Figure 1. Met1 routing.
The bar under the picture is 20 microns long.
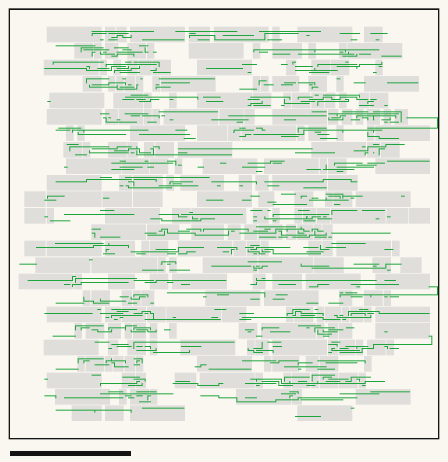
Figure 2. M2 wires.
The bar under the picture is 20 microns long.
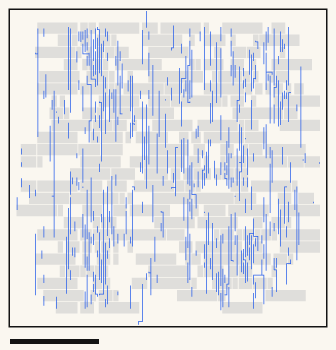
### src/rtl/sterownik_trybu.sv
// Mode controller for the mod-12 counter: four raw buttons -> sync, debounce, edge detect -> mode FSM.
// Optional idle auto-stop in PLUS/MINUS is compiled in with `define AUTO_STOP_EN.
module sterownik_trybu #(
    parameter int DEB_CYCLES       = 1000,
    parameter int DEB_W            = 10,
    parameter int AUTO_STOP_CYCLES = 4096,
    parameter int TIMER_W          = 12
) (
    input  logic       clk,
    input  logic       reset,
    input  logic       btn_plus,
    input  logic       btn_minus,
    input  logic       btn_stop,
    input  logic       btn_dziel,
    output logic [1:0] tryb,
    output logic       zdarzenie
);

    typedef enum logic [1:0] {
        ST_STOP  = 2'b00,
        ST_PLUS  = 2'b01,
        ST_MINUS = 2'b10,
        ST_DZIEL = 2'b11
    } tryb_e;

    localparam int B_PLUS  = 0;
    localparam int B_MINUS = 1;
    localparam int B_STOP  = 2;
    localparam int B_DZIEL = 3;

    localparam logic [DEB_W-1:0] DEB_LAST = DEB_W'(DEB_CYCLES - 1);

    logic [3:0]       btn_raw;
    logic [3:0]       s1_q, s1_d;
    logic [3:0]       s2_q, s2_d;
    logic [3:0]       deb_q, deb_d;
    logic [3:0]       deb_prev_q, deb_prev_d;
    logic [DEB_W-1:0] cnt_q [4];
    logic [DEB_W-1:0] cnt_d [4];
    logic [3:0]       press;

    tryb_e            state_q, state_d;
    tryb_e            prev_q, prev_d;
    logic             zdarzenie_q, zdarzenie_d;

    assign btn_raw = {btn_dziel, btn_stop, btn_minus, btn_plus};

    // Debounce: a mismatching level must persist DEB_CYCLES cycles before it is accepted.
    always_comb begin
        s1_d       = btn_raw;
        s2_d       = s1_q;
        deb_prev_d = deb_q;
        deb_d      = deb_q;
        for (int i = 0; i < 4; i++) begin
            cnt_d[i] = '0;
            if (s2_q[i] != deb_q[i]) begin
                if (cnt_q[i] == DEB_LAST) begin
                    deb_d[i] = s2_q[i];
                end else begin
                    cnt_d[i] = cnt_q[i] + DEB_W'(1);
                end
            end
        end
    end

    assign press = deb_q & ~deb_prev_q;

`ifdef AUTO_STOP_EN
    localparam logic [TIMER_W-1:0] TIMER_LAST = TIMER_W'(AUTO_STOP_CYCLES - 1);

    logic [TIMER_W-1:0] timer_q, timer_d;
    logic               timer_run;
    logic               timeout;

    assign timer_run = (state_q == ST_PLUS) || (state_q == ST_MINUS);
    assign timeout   = timer_run && (timer_q == TIMER_LAST);
`else
    logic unused_cfg;
    assign unused_cfg = ^(AUTO_STOP_CYCLES ^ TIMER_W);
`endif

    // Mode FSM: stop > dziel > minus > plus; DZIEL falls back to the recorded mode after one cycle.
    always_comb begin
        state_d = state_q;
        prev_d  = prev_q;
        if (press[B_STOP]) begin
            state_d = ST_STOP;
        end else if (press[B_DZIEL]) begin
            state_d = ST_DZIEL;
            if (state_q != ST_DZIEL) begin
                prev_d = state_q;
            end
        end else if (press[B_MINUS]) begin
            state_d = ST_MINUS;
        end else if (press[B_PLUS]) begin
            state_d = ST_PLUS;
        end else if (state_q == ST_DZIEL) begin
            state_d = prev_q;
`ifdef AUTO_STOP_EN
        end else if (timeout) begin
            state_d = ST_STOP;
`endif
        end
        zdarzenie_d = (state_d != state_q);
    end

`ifdef AUTO_STOP_EN
    always_comb begin
        if ((press != 4'b0000) || (state_d != state_q) || !timer_run) begin
            timer_d = '0;
        end else begin
            timer_d = timer_q + TIMER_W'(1);
        end
    end

    always_ff @(posedge clk or posedge reset) begin
        if (reset) begin
            timer_q <= '0;
        end else begin
            timer_q <= timer_d;
        end
    end
`endif

    always_ff @(posedge clk or posedge reset) begin
        if (reset) begin
            s1_q        <= '0;
            s2_q        <= '0;
            deb_q       <= '0;
            deb_prev_q  <= '0;
            for (int i = 0; i < 4; i++) begin
                cnt_q[i] <= '0;
            end
            state_q     <= ST_STOP;
            prev_q      <= ST_STOP;
            zdarzenie_q <= 1'b0;
        end else begin
            s1_q        <= s1_d;
            s2_q        <= s2_d;
            deb_q       <= deb_d;
            deb_prev_q  <= deb_prev_d;
            for (int i = 0; i < 4; i++) begin
                cnt_q[i] <= cnt_d[i];
            end
            state_q     <= state_d;
            prev_q      <= prev_d;
            zdarzenie_q <= zdarzenie_d;
        end
    end

    assign tryb      = state_q;
    assign zdarzenie = zdarzenie_q;

endmodule

### config.mk
export PLATFORM = sky130hd
export DESIGN_NAME = sterownik_trybu
export DESIGN_NICKNAME = d
export VERILOG_FILES = /design/src/rtl/sterownik_trybu.sv
export SDC_FILE = /design/constraint.sdc
export NUM_CORES = 1
export LEC_CHECK = 0
export CORE_UTILIZATION = 55
export CTS_CLUSTER_DIAMETER = 120
export CTS_CLUSTER_SIZE = 30
export DETAILED_ROUTE_END_ITERATION = 7
export GPL_ROUTABILITY_DRIVEN = 0
export GPL_TIMING_DRIVEN = 0
export PLACE_DENSITY = 0.73
export SYNTH_ARGS = -nofsm -noshare
export SYNTH_HDL_FRONTEND = slang
export SYNTH_SLANG_ARGS = --single-unit
### constraint.sdc
create_clock -name clk -period 6.2 [get_ports clk]
set_input_delay 1.55 -clock clk [delete_from_list [all_inputs] [get_ports clk]]
set_output_delay 1.55 -clock clk [all_outputs]
set_load 0.01 [all_outputs]
==> run summary <==
impl run done, here's what came out: status complete, but fails checks, failing checks DRC, main flop type dfrtp_1, die height 70.7 microns, clock power share a little over two fifths, Core ar. 4440 sq um, number of nets in the layout 266, Power Total 784 uW, post-route ant nets 0, routed vias/inst 5.29, placed cell count roughly 300, top cells by count, synth 61 x dfrtp_1, 45 x nor2_1, 22 x xnor2_1, GR Util All Layers 19.0%, CTS buffer count 9, Seq share, synth 58.8%, DP Area 2760 sq um, DIE WIDTH between 70 and 80 microns, cycle use final 47.7%, Slew headroom slightly below 60%, Hold Fails Final Rpt 0, top comb family, area simple AND/OR/NAND/NOR gates, DRT iter0 DRCs around 75, FFs w/ async S/R, synth 100%, total die area 5000 sq um, Syn Nets between 200 and 250, vias in the first global route 1,597, largest net degree at the start of global routing 34, Buffers & Inverters on Critical Path 1, clock-pin slew on the worst setup and hold paths 0.06 ns, Mapped Cells roughly 240, Reg power frac 52.7%, routed len/inst 12.4 microns, Synth cell types 28, total negative slack 0 ns, detailed-route DRC error count 3, I/O pins 9, first-pass GRT wire length 7210 microns, Setup crit end kind primary output, yosys stat cell total about 240, CP Cell Sequence clkdlybuf4s50_1, largest area contributor in the netlist dfrtp_1, I/O Buffers 8, crit path kind flop to primary output, clk ins delay skew pair about 0.33 ns, Core Util, Final about two thirds, TritonRoute pass-1 iters 6, yosys warns 0
-- Figure 1 (at the start) --
- main direction: horizontal
- longest straight run: 22.1 microns
- share of all routed wire: 50%
met1 usage: 26.3%
Total Routed Length: 3860 microns
routed via count: 1,652

-- Figure 2 (at the start) --
- share of all routed wire: 45%
- wire length on this layer: 1,750 microns
- main direction: vertical
- nets with wire on the layer: 223
Global Route met2 Usage: 27.0%

[per-layer routing]
layer  global-route usage [%]  share of wire, %  vias to the layer above
met2                     27.0                45                       19
met5                        0                 0                        -
met1                     26.3                50                      786
met4                     11.3               2.2                        0
li1                         -                 -                      836
met3                     5.27               2.8                       11
[cells in the final DEF (no fill, tap or decap), types with 6 or more instances in the layout]
cell | netlist | final
and3_1 | 6 | 6
nand3_1 | 9 | 9
nand2_1 | 18 | 18
nor2_1 | 45 | 45
nand4_1 | 6 | 6
clkdlybuf4s50_1 | 0 | 8
xnor2_1 | 22 | 22
nor3_1 | 11 | 11
xor2_1 | 14 | 14
clkbuf_8 | 0 | 11
nand2b_1 | 7 | 7
dfrtp_1 | 61 | 61
[final timing paths]
check,end,slack [ns],startpoint,cells after the start
max,tryb[1],3.24,tryb[1],1
min,s2_q[2],0.35,s1_q[2],0
max reg2reg,deb_prev_d[2],4.57,cnt_q[10],4
min reg2reg,s2_q[2],0.35,s1_q[2],0
max in group asynchronous,prev_q[0],3.99,reset,3
min in group asynchronous,cnt_q[11],1.63,reset,2
[registers in the layout, summed over array words and instances (netlist names)]
signal,count
s2_q,4
cnt_q,40
deb_prev_q,4
zdarzenie,1
s1_q,4
prev_q,2
deb_prev_d,4
tryb,2
[power groups by stage]
stage / clock [uW] / sequential [uW] / combinational, uW
after global routing: 374 / 414 / 33.5
after floorplan: 0 / 419 / 19.3
after CTS: 354 / 413 / 29.4
after global placement: 0 / 420 / 26.8
final: 342 / 413 / 28.2
after detailed placement: 0 / 420 / 29.2
[cell type report]
class	count	area (sq um)
repair buffers	9	100
plain buffers	1	5.00
multi-input cells	169	1040
clock buffers	14	163
well taps	52	65.1
inverters	5	18.8
clock inverters	1	30.0
flip-flops and latches	61	1530
fillers	350	1490
Power figures rest on the tool's default switching activity, not on a simulated workload.
